==> config.mk <==
export PLATFORM = sky130hd
export DESIGN_NAME = fetch_stage
export DESIGN_NICKNAME = d
export VERILOG_FILES = /design/src/rtl/fetch_stage.sv
export SDC_FILE = /design/constraint.sdc
export NUM_CORES = 1
export LEC_CHECK = 0
export CAP_MARGIN = 0
export CORE_ASPECT_RATIO = 0.5
export CORE_MARGIN = 5
export CORE_UTILIZATION = 36
export DETAILED_ROUTE_END_ITERATION = 8
export GPL_TIMING_DRIVEN = 0
export PLACE_DENSITY = 0.67
export SLEW_MARGIN = 20
export SYNTH_ARGS = -nofsm -noshare
export SYNTH_HDL_FRONTEND = slang
export SYNTH_SLANG_ARGS = --single-unit
==> constraint.sdc <==
create_clock -name clk -period 17.1 [get_ports clk]
set_input_delay 3.42 -clock clk [delete_from_list [all_inputs] [get_ports clk]]
set_output_delay 3.42 -clock clk [all_outputs]
set_load 0.01 [all_outputs]
==> images/layer_met1.png <==
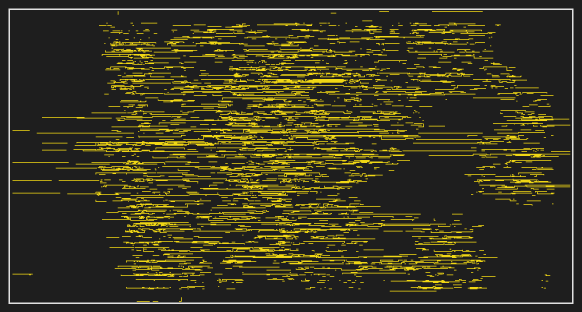
share of all routed wire: 43%
main direction: horizontal
longest straight run: 54.7 microns
total number of vias: 7708
Detailed Route WL: 28.8 mm

==> images/io_fan.png <==
Bar = 50 microns.
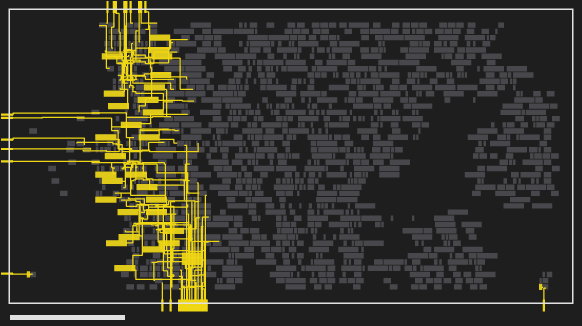
legend:
  imem_addr:
    colour: yellow
    bits: 32
    direction: output
    end_cells: 32
    wire: 2580 microns
port buffer count: 187
I/O pins: 198

==> images/congestion.png <==
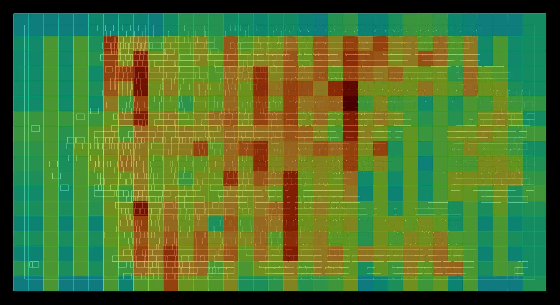
met2 Use GR: 31.3%
global-route layer with the greatest usage: met2
met1 Use GR: 23.2%
Final Core Density: 47.7%

==> GITHUB_STEP_SUMMARY <==
## PnR job results

| Metric | Value |
|---|---|
| Max-cap violation count | `0` |
| DP HPWL | `around 22 mm` |
| Final hold vios | `0` |
| TNS Setup | `0 ps` |
| Worst Tran Pin Value | `around 1000 ps` |
| Share of power burned in registers | `~46%` |
| Most numerous logic cell after layout | `dfrtp_1` |
| Cells in synth_stat.txt | `between 800 and 900` |
| Net Sw Power | `463 uW` |
| Combinational Power Share | `between 20% and 30%` |
| Routed len/inst | `19.1 microns` |
| Post-place setup slack | `around 9000 ps` |
| Clk sinks | `about 220` |
| Row count | `between 40 and 50` |
| First-pass GRT wire length | `about 45 mm` |
| Die width | `approximately 250 microns` |
| CTS resizes | `0` |
| Cell type with the largest total area | `dfrtp_1` |
| Kind of critical path | `in -> out` |
| Pre-Place Util | `a little over a third` |
| HP Class | `reg -> reg` |
| Clock transition at path regs | `70 ps` |
| Synth top area share | `between 50% and 60%` |
| Die height | `128 microns` |
| R2R depth | `11` |
| Largest net degree at the start of global routing | `~94` |
| Area of the core | `~27000 sq um` |
| Grt ovf | `0` |
| Crit path capture type | `output pin` |
| Slew HR | `between 30% and 40%` |
| Status | `finished clean` |
| Unique cell types | `between 50 and 60` |
| Hold_buf cts | `0` |
| Maximum clock rate | `between 0.1 and 0.15 GHz` |
| Internal power | `approximately 1100 uW` |
| OpenROAD warning count | `28` |
| CTS H-tree lvls | `1` |
| RSZ-0062 raised after global routing | `false` |
| Area grow syn2layout | `31.6%` |
| Area reported by Yosys stat | `9970 sq um` |
| GPL Wtd Cong | `around 0.88` |
| Root Buffer | `clkbuf_16` |
| Layout cells sized above 1 | `between 10 and 15%` |
| Pwr/cell area | `roughly 120 nW/um^2` |
| Cycle use final | `between 40% and 50%` |
| Layout fillers | `between 2000 and 3000` |
| Peak supply drop | `0.0496 mV` |
| CP Launch Type | `input port` |
| Critical path fanouts, max | `10` |
| Endpoints failing setup | `0` |
| Post-CTS setup repair buffer count | `0` |
| Synthesized registers | `217` |
| Hold Path Depth | `2` |
| Drt via density | `5.11` |
| Post-Synthesis Cells | `between 800 and 900` |
| Yosys warns | `0` |
| Synth Area per Inst | `11.1 sq um` |
| Initial DRC Count | `between 400 and 500` |
| Antenna Cells | `0` |
| Pins Over Slew Limit | `0` |
| Number of enable flip-flop cells | `0` |
| Post-synthesis sequential area ratio | `54.5%` |
| Vias in the first global route | `just under 8000` |
| Worst Skew | `roughly 19 ps` |
| Cell area after synthesis | `9970 sq um` |
==> logic make-up after synthesis <==
logic type / Yosys count / synth area share [%]
multiplexers: 153 / 16.5
flip-flops: 217 / 54.5
other: 1 / 0.0376
AND-OR/OR-AND: 154 / 8.95
adder cells (fa/ha/maj): 2 / 0.251
buffers and inverters: 61 / 2.99
XOR/XNOR: 44 / 3.87
AND/OR/NAND/NOR: 262 / 12.9
==> power by group through the flow <==
stage | Clock (uW) | Sequential [uW] | Combinational, uW
floorplan | 0 | 733 | 157
CTS | 491 | 724 | 381
global placement | 0 | 725 | 368
global route | 514 | 739 | 406
finish | 481 | 724 | 376
detailed placement | 0 | 732 | 379
==> metrics by stage <==
stage / hold slack (ps) / area (sq um) / total power, uW / utilization (%) / std cells
2_1_floorplan: 479 / 9980 / 890 / - / 899
3_3_place_gp: 461 / 12300 / 1090 / 44.9 / 1468
3_5_place_dp: 464 / 12400 / 1110 / 45.1 / 1470
4_1_cts: 482 / 13100 / 1600 / 47.7 / 1508
5_1_grt: 502 / 13100 / 1660 / 47.7 / 1508
6_report: 475 / 13100 / 1580 / 47.7 / 1508
==> cell type report <==
cell class	count	area share, %
repair buffers	189	14.7
well taps	382	3.64
plain buffers	56	2.13
multi-input cells	621	32.5
flip-flops and latches	217	41.4
clock inverters	5	0.382
clock buffers	33	5.06
inverters	5	0.200
==> worst max-delay path, cell delays in order <==
cell and delay (ps):
buf_2 170, buf_1 290, nor3_1 270, clkdlybuf4s50_1 580
==> per-layer routing <==
| layer | GRT usage (%) | share of wire, % |
|---|---|---|
| met1 | 23.2 | 43 |
| met2 | 31.3 | 50 |
| met3 | 2.69 | 4.3 |
| met4 | 5.04 | 3.1 |
| met5 | 0 | 0 |
Power figures rest on the tool's default switching activity, not on a simulated workload.
